[src/rtl/enc4t2e_seq.sv]
// Sequential 4-to-2 request encoder: strobes are captured into a pending register and
// granted one index per accept over a valid/ready handshake (fixed priority or round-robin).
module enc4t2e_seq #(
  parameter int ROUND_ROBIN = 0
) (
  input  logic       clk,
  input  logic       rst,
  input  logic       En,
  input  logic       I0,
  input  logic       I1,
  input  logic       I2,
  input  logic       I3,
  input  logic       Rdy,
  output logic       Y0,
  output logic       Y1,
  output logic       V,
  output logic [3:0] Pend,
  output logic       Ovf
);

  typedef enum logic {IDLE = 1'b0, PRESENT = 1'b1} state_t;

  state_t     state_q, state_d;
  logic [3:0] p_q, p_d;
  logic [1:0] y_q, y_d;
  logic       v_q, v_d;
  logic       ovf_q, ovf_d;
  logic [1:0] ptr_q, ptr_d;
  logic [3:0] s_s, c_s, r_s;

  // Round-robin scans ptr+1, ptr+2, ... wrapping; fixed priority takes the highest bit.
  function automatic logic [1:0] sel_f(input logic [3:0] m, input logic [1:0] ptr);
    logic [1:0] idx;
    logic       found;
    sel_f = 2'd0;
    found = 1'b0;
    if (ROUND_ROBIN != 0) begin
      for (int k = 1; k <= 4; k++) begin
        idx = ptr + k[1:0];
        if (!found && m[idx]) begin
          sel_f = idx;
          found = 1'b1;
        end
      end
    end else begin
      for (int k = 0; k < 4; k++) begin
        if (m[k]) sel_f = k[1:0];
      end
    end
  endfunction

  always_comb begin
    state_d = state_q;
    y_d     = y_q;
    ptr_d   = ptr_q;
    c_s     = 4'b0000;
    r_s     = p_q;
    s_s     = En ? {I3, I2, I1, I0} : 4'b0000;
    case (state_q)
      IDLE: begin
        if (p_q != 4'b0000) begin
          y_d     = sel_f(p_q, ptr_q);
          state_d = PRESENT;
        end else begin
          state_d = IDLE;
        end
      end
      PRESENT: begin
        if (Rdy) begin
          c_s = 4'b0001 << y_q;
          if (ROUND_ROBIN != 0) begin
            ptr_d = y_q;
          end else begin
            ptr_d = ptr_q;
          end
          // Remaining requests exclude strobes arriving this edge.
          r_s = p_q & ~c_s;
          if (r_s != 4'b0000) begin
            y_d     = sel_f(r_s, ptr_d);
            state_d = PRESENT;
          end else begin
            state_d = IDLE;
          end
        end else begin
          state_d = PRESENT;
        end
      end
      default: begin
        state_d = IDLE;
      end
    endcase
    p_d   = (p_q & ~c_s) | s_s;
    ovf_d = |(s_s & p_q & ~c_s);
    v_d   = (state_d == PRESENT);
  end

  always_ff @(posedge clk) begin
    if (rst) begin
      state_q <= IDLE;
      p_q     <= 4'b0000;
      y_q     <= 2'b00;
      v_q     <= 1'b0;
      ovf_q   <= 1'b0;
      ptr_q   <= 2'd3;
    end else begin
      state_q <= state_d;
      p_q     <= p_d;
      y_q     <= y_d;
      v_q     <= v_d;
      ovf_q   <= ovf_d;
      ptr_q   <= ptr_d;
    end
  end

  assign Y0   = y_q[0];
  assign Y1   = y_q[1];
  assign V    = v_q;
  assign Pend = p_q;
  assign Ovf  = ovf_q;

endmodule

[config.mk]
export PLATFORM = sky130hd
export DESIGN_NAME = enc4t2e_seq
export DESIGN_NICKNAME = d
export VERILOG_FILES = /design/src/rtl/enc4t2e_seq.sv
export SDC_FILE = /design/constraint.sdc
export NUM_CORES = 1
export LEC_CHECK = 0
export ABC_CLOCK_PERIOD_IN_PS = 1480
export CORE_AREA = 3 3 40 42
export CTS_BUF_LIST = sky130_fd_sc_hd__clkbuf_4
export CTS_CLUSTER_SIZE = 30
export DETAILED_ROUTE_END_ITERATION = 8
export DIE_AREA = 0 0 43 45
export GPL_TIMING_DRIVEN = 1
export PLACE_DENSITY_LB_ADDON = 0.3
export REMOVE_ABC_BUFFERS = 1
export SLEW_MARGIN = 25
export SYNTH_ARGS = -nofsm -noshare
export SYNTH_HDL_FRONTEND = slang
export SYNTH_SLANG_ARGS = --single-unit
[constraint.sdc]
create_clock -name clk -period 1.48 [get_ports clk]
set_input_delay 0.222 -clock clk [delete_from_list [all_inputs] [get_ports clk]]
set_output_delay 0.222 -clock clk [all_outputs]
set_load 0.01 [all_outputs]
Run 1, met1 routing:
Cells faint in the background.
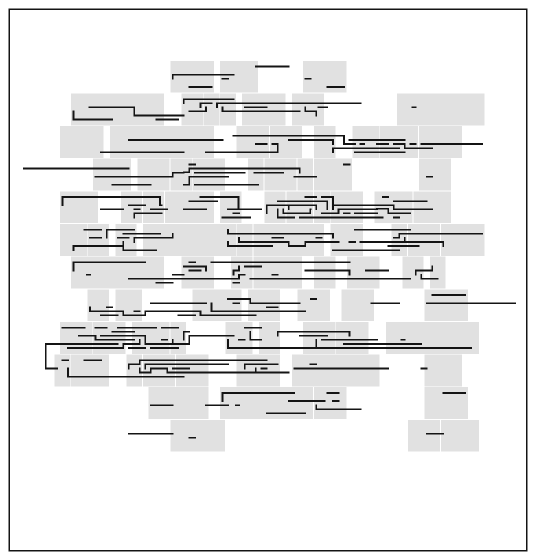
- main direction: horizontal
- wire length on this layer: 616 um
- share of all routed wire: 44%
grt met1 use: 20.5%
via count: 563
wire length after detailed routing: 1.39 mm

Run 1, cells by drive strength:
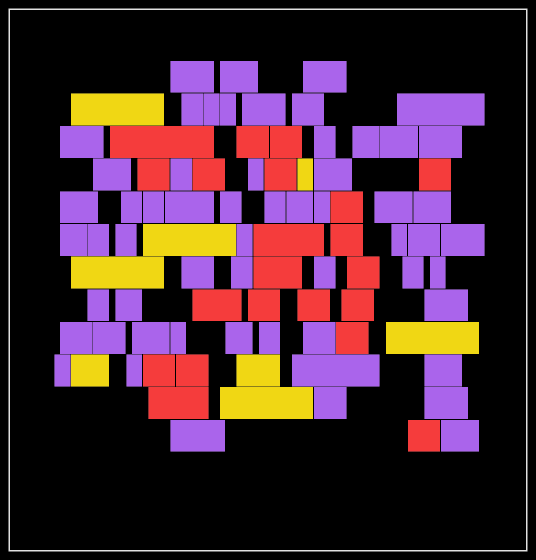
- x3 and x4: red (cells 21; share 24%; most used buf_4)
- x1 and smaller: purple (cells 58; share 67%; most used clkdlybuf4s50_1)
- x2: yellow (cells 8; share 9.2%; most used dfxtp_2)

==> flow_summary_export.csv, run 1 <==
group,metric,value,unit
status,status,"finished, violations left",
status,failing_checks,"setup timing",
worst_setup_path,arrival,1.81,ns
worst_setup_path,crit_path_cell_trace,"nor3b_1 -> and3_4 -> o41a_1 -> or3_1 -> a21oi_1",
routing,initial_drc_count,9,
sta,fin_worst_skew,0.00438,ns
routing,maxUsedRoutingLayer,"met4",
sta,crit_share_post_route,110,%
cts,path_clk_slew,0.06,ns
worst_setup_path,worst_path_largest_cell_delay,0.45,ns
layout,final-comb-area,305,sq um
layout,drive_above_1_share,33.3,%
grt,antenna_found_initial,0,
cts,clock_tree.root_cell,"sky130_fd_sc_hd__clkbuf_4",
worst_setup_path,crit_slowest_cell,"sky130_fd_sc_hd__o41a_1",
min_path,hold_path.startpoint,"I2",
worst_setup_path,type_of_the_worst_setup_path,"flop to flop",
floorplan,die_w,43,um
cts,post-cts-setup-buffer-count,0,
grt,met2_usage,25.4,%
grt,grt-busiest-layer,"met2",
layout,layout_top_cell_excl_fill_tap,"sky130_fd_sc_hd__buf_4",
sta,slew_viol_final,0,
yosys,synthCells,59,
run,warnings,27,
placement,gp_congestion,0.862,
yosys,synth_warnings,0,
sta,final.setup.worst_slack,-0.155,ns
yosys,synth_compound_gate_area_share,27.9,%
sta,fmaxAchievable,612,MHz
cts,postCtsHoldBufs,0,
floorplan,fp_util,38.0,%
routing,drt.antenna.violating_nets,0,
floorplan,floorplan.die.height,45,um
yosys,synth_area,488,sq um
routing,wl_met1,615,um
pwr,static-leakage-power,0.322,nW
layout,footprint_of_the_flip_flops_and_latches,170,sq um
floorplan,design.portCount,16,
layout,n_diodes,0,
yosys,synth_stat.cells,59,
sta,rel_slew_slack,73.9,%
yosys,synth-area-yosys,488,sq um
grt,global_route_wire_length_before_repair,2.33,mm
placement,numPortBuffers,15,
worst_setup_path,ff2ff_path_depth,5,
placement,post-dp-hpwl,1.05,mm
cts,cts.htree.levels,1,
sta,setup_repair_after_global_routing_missed_its_margin,"yes",
min_path,holdPathStages,3,
floorplan,chipArea,1940,sq um
min_path,timing.hold.worst_endpoint,"Pend[2]",
yosys,ys_seq_elements,8,
sta,setup_tns,-0.299,ns
routing,dr_wl_met2,650,um
routing,vias_per_cell,5.52,
cts,post_cts.resized_instances,14,
pwr,irDropWorstVdd,0.489,mV
sta,finalSetupViolations,2,
yosys,postSynthSeqShare,32.8,%
yosys,number_of_library_cell_types_mapped_by_synthesis,29,
layout,final_cell_mix,"sky130_fd_sc_hd__buf_4 (13), sky130_fd_sc_hd__clkdlybuf4s50_1 (8), sky130_fd_sc_hd__nand2_1 (6), sky130_fd_sc_hd__dlygate4sd2_1 (6)",
worst_setup_path,critPathTopFamily,"simple AND/OR/NAND/NOR gates",
cts,tritoncts_num_sinks,8,
yosys,ys_sh_mux,0,%
grt,vias_in_the_first_global_route,522,
sta,hold_violations,0,
worst_setup_path,critPathCaptureType,"flop",
run,drv.max_cap_violation_count,0,
routing,drt-pass1-iter-count,4,
pwr,cellPowerDensity,855,nW/um^2
Run 1, congestion heat map:
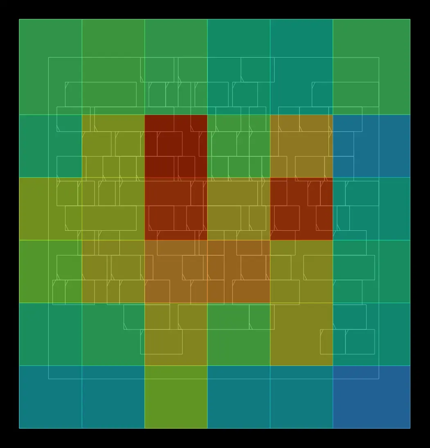
end-of-flow core utilization: 59.7%
global-route usage over all layers: 16.3%
Avg WL per Cell: 13.6 um

-- run 1: cell type report --
type | instances | area share, %
Clock buffer | 3 | 2.94
Inverter | 2 | 0.979
Multi-Input combinational cell | 46 | 39.8
Sequential cell | 8 | 22.2
Tap cell | 15 | 2.45
Timing Repair Buffer | 28 | 31.6
-- run 1: worst max path at each step --
stage | endpoint | depth (start not counted) | startpoint | slack (ns)
floorplan | y_q[1] | 5 | y_q[1] | -0.25
global placement | y_q[1] | 5 | Rdy | -0.26
detailed placement | y_q[0] | 5 | Rdy | -0.28
CTS | y_q[1] | 5 | y_q[0] | -0.15
global route | y_q[1] | 5 | y_q[0] | -0.24
finish | y_q[0] | 5 | y_q[0] | -0.16
-- run 1: synth_stat cells --
cell                              number  area [sq um]
sky130_fd_sc_hd__nand2b_2              1          8.76
sky130_fd_sc_hd__and3_4                1          11.3
sky130_fd_sc_hd__nand2_1               6          22.5
sky130_fd_sc_hd__nand4_1               1          6.26
sky130_fd_sc_hd__a21boi_0              1          7.51
sky130_fd_sc_hd__a21oi_1               5          25.0
sky130_fd_sc_hd__nor3_2                2          20.0
sky130_fd_sc_hd__nor3_1                3          15.0
sky130_fd_sc_hd__buf_4                 1          7.51
sky130_fd_sc_hd__o31ai_1               2          15.0
sky130_fd_sc_hd__or3_1                 3          18.8
sky130_fd_sc_hd__nor3b_1               1          7.51
sky130_fd_sc_hd__a22oi_1               1          7.51
sky130_fd_sc_hd__a211oi_1              1          7.51
sky130_fd_sc_hd__nand3_1               2          10.0
sky130_fd_sc_hd__clkdlybuf4s50_2       1          11.3
sky130_fd_sc_hd__buf_6                 1          11.3
sky130_fd_sc_hd__dfxtp_1               8           160
sky130_fd_sc_hd__inv_1                 2          7.51
sky130_fd_sc_hd__nand2b_1              1          6.26
sky130_fd_sc_hd__and2b_2               1          8.76
sky130_fd_sc_hd__o211ai_1              1          7.51
sky130_fd_sc_hd__o41a_1                1          11.3
sky130_fd_sc_hd__a41oi_1               1          8.76
sky130_fd_sc_hd__or3_2                 1          7.51
sky130_fd_sc_hd__o311ai_0              2          17.5
sky130_fd_sc_hd__o2111ai_1             1          8.76
sky130_fd_sc_hd__nor2_1                3          11.3
sky130_fd_sc_hd__o21ai_0               4          20.0
-- run 1: tightest hold or removal path: stages --
cell,delay (ns)
sky130_fd_sc_hd__clkdlybuf4s50_1,0.42
sky130_fd_sc_hd__nand2_1,0.07
sky130_fd_sc_hd__a21oi_1,0.06
-- run 1: power breakdown --
part	internal, W	switching, W	total, W	leakage (nW)
registers	0.000238	0.0000241	0.000262	0.0684
clock network	0.0000930	0.0000775	0.000170	0.0138
logic	0.000122	0.000102	0.000224	0.240
-- run 1: sequential cells by signal (all words and copies together), names as in the netlist --
register  flops
y_q           2
Ovf           1
V             1
Pend          4
-- run 1: through the flow --
step                      area, sq um  power [W]  cells  util [%]  hold WS [ns]
after global placement            724   0.000482     99      56.4         0.616
after CTS                         754   0.000653    102      58.7         0.546
after floorplan                   458   0.000356     56         -         0.291
after global routing              767   0.000702    102      59.7         0.584
final                             767   0.000656    102      59.7         0.550
after detailed placement          724   0.000485     99      56.4         0.622
==> run 1 -> run 2 <==
Settings changed: ABC_CLOCK_PERIOD_IN_PS 1480 to 1680, CTS_CLUSTER_SIZE 30 to 28.
Clock period 1.48 ns to 1.68 ns, I/O delays scaled along.
Run 2, met1 routing:
Cells faint in the background.
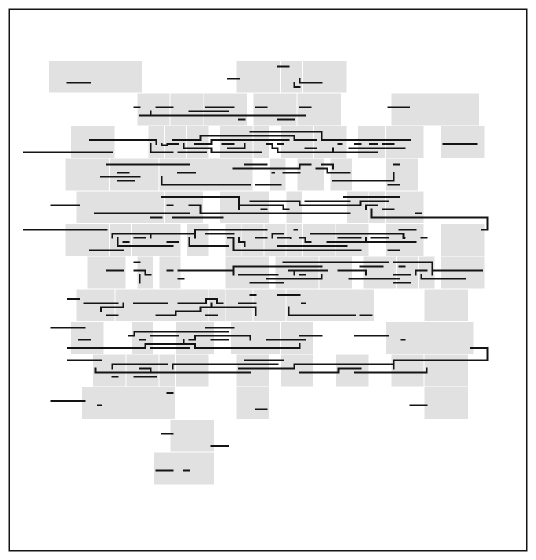
- wire length on this layer: 566 um
- longest straight run: 13.8 um
- share of all routed wire: 42%
via count: 547
wire length after detailed routing: 1.34 mm
grt met1 use: 18.1%

Run 2, local utilization:
Bar = 10 um. 9 x 9 tiles, from dark blue (low) to red (high), 0 to 100% covered.
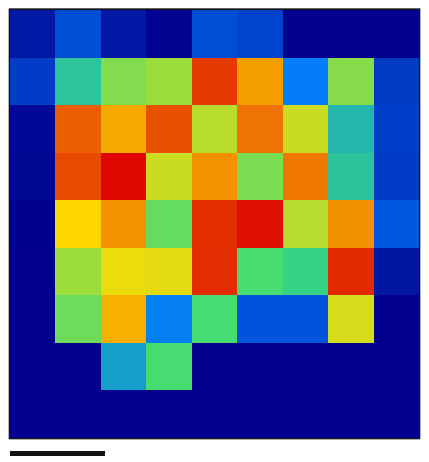
- tiles over 75% full: 22%
- nearly empty tiles: 32%
- fullest tile: 99%
- emptiest ninth of the die: lower right
- densest ninth of the die: centre
- mean over tiles: 38%
placeable core region: 1280 sq um
fp util: 38.0%
end-of-flow core utilization: 58.5%

==> flow_summary_export.csv, run 2 <==
group,metric,value,unit
pwr,static-leakage-power,0.274,nW
yosys,synth.area.top_cells,"sky130_fd_sc_hd__dfxtp_1 (33%), sky130_fd_sc_hd__a21oi_1 (5.1%), sky130_fd_sc_hd__nand2_1 (4.6%)",
status,status,"finished, violations left",
yosys,synth_largest_type_area_fraction,32.8,%
worst_setup_path,critPathCaptureType,"flop",
grt,antenna_found_initial,0,
sta,final.setup.worst_slack,-0.0150,ns
yosys,synth_stat.cells,59,
floorplan,die_w,43,um
layout,final-comb-area,313,sq um
yosys,async_set_or_reset_register_ratio_after_synthesis,0,%
cts,cts.htree.levels,1,
min_path,holdPathStages,3,
yosys,common_cells,"sky130_fd_sc_hd__dfxtp_1 (8), sky130_fd_sc_hd__nand2_1 (6), sky130_fd_sc_hd__a21oi_1 (5)",
pwr,irDropWorstVdd,0.516,mV
grt,vias_in_the_first_global_route,447,
yosys,synthCells,59,
status,failing_checks,"setup timing",
floorplan,chipArea,1940,sq um
layout,drive_above_1_share,32.1,%
cts,postCtsHoldBufs,0,
grt,grt-busiest-layer,"met2",
yosys,synth_area,488,sq um
yosys,synthFlopType,"sky130_fd_sc_hd__dfxtp_1",
worst_setup_path,ff2ff_path_depth,5,
sta,fmaxAchievable,590,MHz
layout,layout_top_cell_excl_fill_tap,"sky130_fd_sc_hd__clkdlybuf4s50_1",
cts,path_clk_slew,0.06,ns
yosys,number_of_library_cell_types_mapped_by_synthesis,29,
layout,largest_register_ffs,4,
cts,tritoncts_num_sinks,8,
layout,layoutNonFillerInstCount,99,
yosys,synth-area-yosys,488,sq um
yosys,postSynthSeqShare,32.8,%
cts,clock_tree.root_cell,"sky130_fd_sc_hd__clkbuf_4",
run,warnings,26,
worst_setup_path,arrival,1.88,ns
yosys,synth_area_leader_cell,"sky130_fd_sc_hd__dfxtp_1",
sta,crit_share_post_route,101,%
yosys,synth.most_common_cell,"sky130_fd_sc_hd__dfxtp_1",
grt,globalRouteTotalUtil,15.5,%
sta,finalSetupViolations,1,
placement,gp_congestion,0.836,
routing,vias_per_cell,5.53,
Run 2, signal wires on met2:
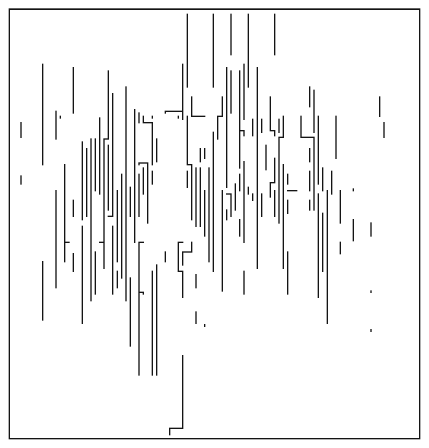
- nets with wire on the layer: 79
- main direction: vertical
- longest straight run: 22.4 um
- wire length on this layer: 639 um
- share of all routed wire: 48%
routing usage on met2: 21.6%

[run 2: cell counts after synthesis]
No cell type changed its count.
[run 2: critical path, cell delays in order (launching register included)]
cell and delay [ns]:
sky130_fd_sc_hd__dfxtp_2 0.33, sky130_fd_sc_hd__nor3b_1 0.13, sky130_fd_sc_hd__and3_4 0.17, sky130_fd_sc_hd__o41a_1 0.46, sky130_fd_sc_hd__or3_4 0.40, sky130_fd_sc_hd__a21oi_2 0.12
[run 2: stage by stage]
| stage | setup WS, ns | hold slack (ns) | power, W | TNS [ns] |
|---|---|---|---|---|
| final | -0.0150 | 0.573 | 0.000587 | -0.0150 |
| after floorplan | -0.0543 | 0.321 | 0.000313 | -0.0914 |
| after CTS | 0.00156 | 0.566 | 0.000578 | 0 |
| after global routing | -0.0526 | 0.618 | 0.000625 | -0.0728 |
| after global placement | -0.0903 | 0.617 | 0.000414 | -0.161 |
| after detailed placement | -0.116 | 0.617 | 0.000414 | -0.197 |
[run 2: layout make-up]
class / instances / area share, %
inverter: 2 / 0.998
timing repair buffer: 25 / 30.0
clock buffer: 3 / 3.00
sequential: 8 / 22.0
tap: 15 / 2.50
multi-input combinational: 46 / 41.6
[run 2: power breakdown]
part | switching, W | internal [W] | total, W
Combinational | 0.0000883 | 0.000112 | 0.000200
Sequential | 0.0000191 | 0.000209 | 0.000228
Clock | 0.0000764 | 0.0000825 | 0.000159
Total | 0.000184 | 0.000403 | 0.000587
[run 2: what timing repair did]
action	4_1_cts	5_1_grt
pin swaps	0	4
gates resized	1	8
buffers inserted	0	0
endpoints found under the setup margin	1	2
[run 2: path summary, 6_finish.rpt]
kind                              start       to  slack [ns]
worst max-delay path             y_q[0]   y_q[1]       -0.01
worst min register to register  Pend[2]  Pend[2]        0.63
worst max register to register   y_q[0]   y_q[1]       -0.01
worst min-delay path                 I2  Pend[2]        0.57
[run 2: routing by layer]
metal | share of wire (%) | vias to the layer above | wire length, um
li1 | - | 276 | -
met1 | 42 | 249 | 566
met2 | 48 | 17 | 639
met3 | 6.9 | 5 | 92
met4 | 3.0 | 0 | 40
met5 | 0 | - | 0
[run 2: cell families after synthesis]
| family | after synthesis | share of synthesized area, % |
|---|---|---|
| flops | 8 | 32.8 |
| simple gates | 26 | 31.5 |
| buf+inv | 5 | 7.69 |
| compound gates | 20 | 28.0 |
==> run 2 -> run 3 <==
Settings changed: SLEW_MARGIN 25 to not set.
Run 3, congestion heat map:
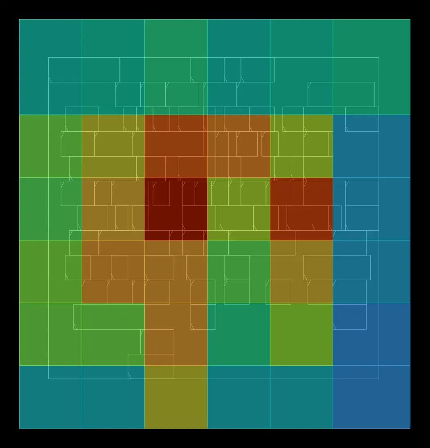
global-route usage over all layers: 15.5%
Avg WL per Cell: 13.5 um

Run 3, signal wires on met2:
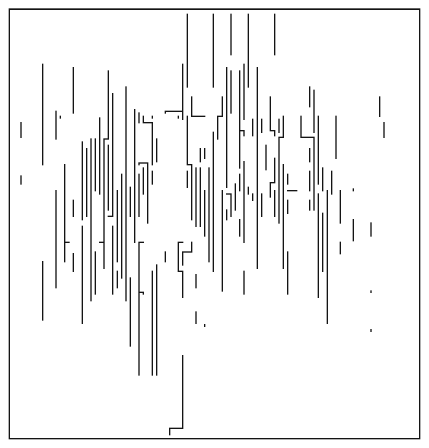
- share of all routed wire: 48%
- nets with wire on the layer: 79
- main direction: vertical
- wire length on this layer: 639 um
- longest straight run: 22.4 um

==> flow_summary_export.csv, run 3 <==
group,metric,value,unit
status,status,"finished, violations left",
status,failing_checks,"setup timing",
cts,path_clk_slew,0.06,ns
sta,fmaxAchievable,590,MHz
run,warnings,26,
yosys,synth-area-yosys,488,sq um
layout,layoutNonFillerInstCount,99,
sta,finalSetupViolations,1,
floorplan,fp_util,38.0,%
layout,drive_above_1_share,32.1,%
placement,place_ws,-0.116,ns
layout,layout.core_utilization,58.5,%
worst_setup_path,critPathCaptureType,"flop",
floorplan,core_region_area,1280,sq um
sta,final.setup.worst_slack,-0.0150,ns
yosys,synth_warnings,0,
cts,cts.htree.levels,1,
yosys,synth.most_common_cell,"sky130_fd_sc_hd__dfxtp_1",
worst_setup_path,worstSetupPathDepth,5,
layout,layout_top_cell_excl_fill_tap,"sky130_fd_sc_hd__clkdlybuf4s50_1",
sta,crit_share_post_route,101,%
worst_setup_path,worst_path_largest_cell_delay,0.46,ns
yosys,synth_stat.cells,59,
layout,largest_register_ffs,4,
yosys,synthFlopType,"sky130_fd_sc_hd__dfxtp_1",
worst_setup_path,crit_slowest_cell,"sky130_fd_sc_hd__o41a_1",
routing,vias_per_cell,5.53,
yosys,synth_largest_type_area_fraction,32.8,%
yosys,common_cells,"sky130_fd_sc_hd__dfxtp_1 (8), sky130_fd_sc_hd__nand2_1 (6), sky130_fd_sc_hd__a21oi_1 (5)",
yosys,synth.area.top_cells,"sky130_fd_sc_hd__dfxtp_1 (33%), sky130_fd_sc_hd__a21oi_1 (5.1%), sky130_fd_sc_hd__nand2_1 (4.6%)",
yosys,synth_area,488,sq um
yosys,synth_area_leader_cell,"sky130_fd_sc_hd__dfxtp_1",
grt,vias_in_the_first_global_route,447,
min_path,holdPathStages,3,
floorplan,chipArea,1940,sq um
cts,max-clock-path-buffers,2,
sta,setup_tns,-0.0150,ns
pwr,static-leakage-power,0.274,nW
grt,antenna_found_initial,0,
routing,totalWireLength,1.34,mm
cts,tritoncts_num_sinks,8,
yosys,synthCells,59,
yosys,postSynthSeqShare,32.8,%
worst_setup_path,crit_path_buf_inv_count,0,
worst_setup_path,arrival,1.88,ns
yosys,async_set_or_reset_register_ratio_after_synthesis,0,%
cts,post-cts-setup-buffer-count,0,
yosys,number_of_library_cell_types_mapped_by_synthesis,29,
worst_setup_path,ff2ff_path_depth,5,
floorplan,die_w,43,um
Run 3, met1 routing:
Cells faint in the background.
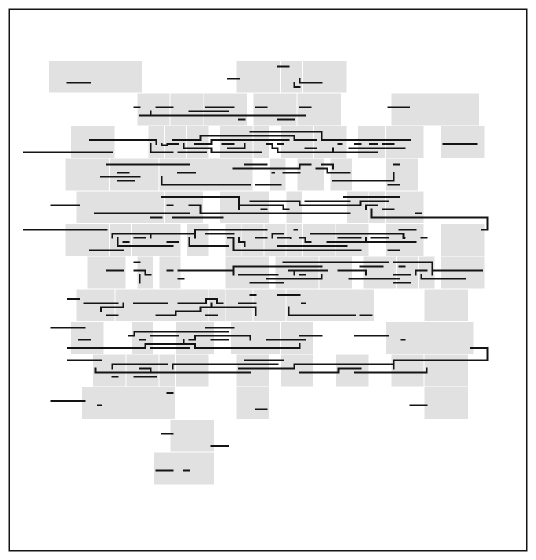
- main direction: horizontal
- share of all routed wire: 42%
- nets with wire on the layer: 80
- wire length on this layer: 566 um
- longest straight run: 13.8 um

-- run 3: cell counts in the layout (fill, tap and decap cells not counted) --
No cell type changed its count.
-- run 3: timing repair --
| action | in CTS | in global routing |
|---|---|---|
| resized | 1 | 8 |
| hold buffers | 0 | 0 |
| hold endpoints to repair | 0 | 0 |
| pin swaps | 0 | 4 |
| setup endpoints to repair | 1 | 2 |
-- run 3: final timing paths --
kind	slack [ns]	endpoint	start
hold / removal	0.57	Pend[2]	I2
hold reg to reg	0.63	Pend[2]	Pend[2]
setup reg to reg	-0.01	y_q[1]	y_q[0]
setup / recovery	-0.01	y_q[1]	y_q[0]
-- run 3: area by class of cell --
type / count / area, sq um / share of cell area (%)
clock buffers: 3 / 22.5 / 3.00
inverters: 2 / 7.51 / 0.998
multi-input cells: 46 / 313 / 41.6
flip-flops and latches: 8 / 165 / 22.0
well taps: 15 / 18.8 / 2.50
repair buffers: 25 / 225 / 30.0
-- run 3: stage by stage --
step           power, W  hold WS [ns]
4_1_cts        0.000578         0.566
3_5_place_dp   0.000414         0.617
2_1_floorplan  0.000313         0.321
3_3_place_gp   0.000414         0.617
5_1_grt        0.000625         0.618
6_report       0.000587         0.573
-- run 3: cells by family after synthesis --
group	synth area share [%]
AND-OR/OR-AND	28.0
buffers and inverters	7.69
flip-flops	32.8
AND/OR/NAND/NOR	31.5
-- run 3: report_power, final --
group	leakage [nW]	internal, W	switching, W
registers	0.0675	0.000209	0.0000191
logic	0.193	0.000112	0.0000883
clock network	0.0138	0.0000825	0.0000764
total	0.274	0.000403	0.000184
-- run 3: layer usage --
metal  track usage, %  vias to the layer above  routed length, um
met5                0                        -                  0
met4             12.7                        0                 40
met3             7.17                        5                 92
met2             21.6                       17                639
met1             18.1                      249                566
li1                 -                      276                  -
-- run 3: worst register-to-register path, cell delays in order (launching register included) --
cell and delay, ns:
sky130_fd_sc_hd__dfxtp_2 0.33, sky130_fd_sc_hd__nor3b_1 0.13, sky130_fd_sc_hd__and3_4 0.17, sky130_fd_sc_hd__o41a_1 0.46, sky130_fd_sc_hd__or3_4 0.41, sky130_fd_sc_hd__a21oi_2 0.12
Power is estimated from default activity; no workload was simulated.
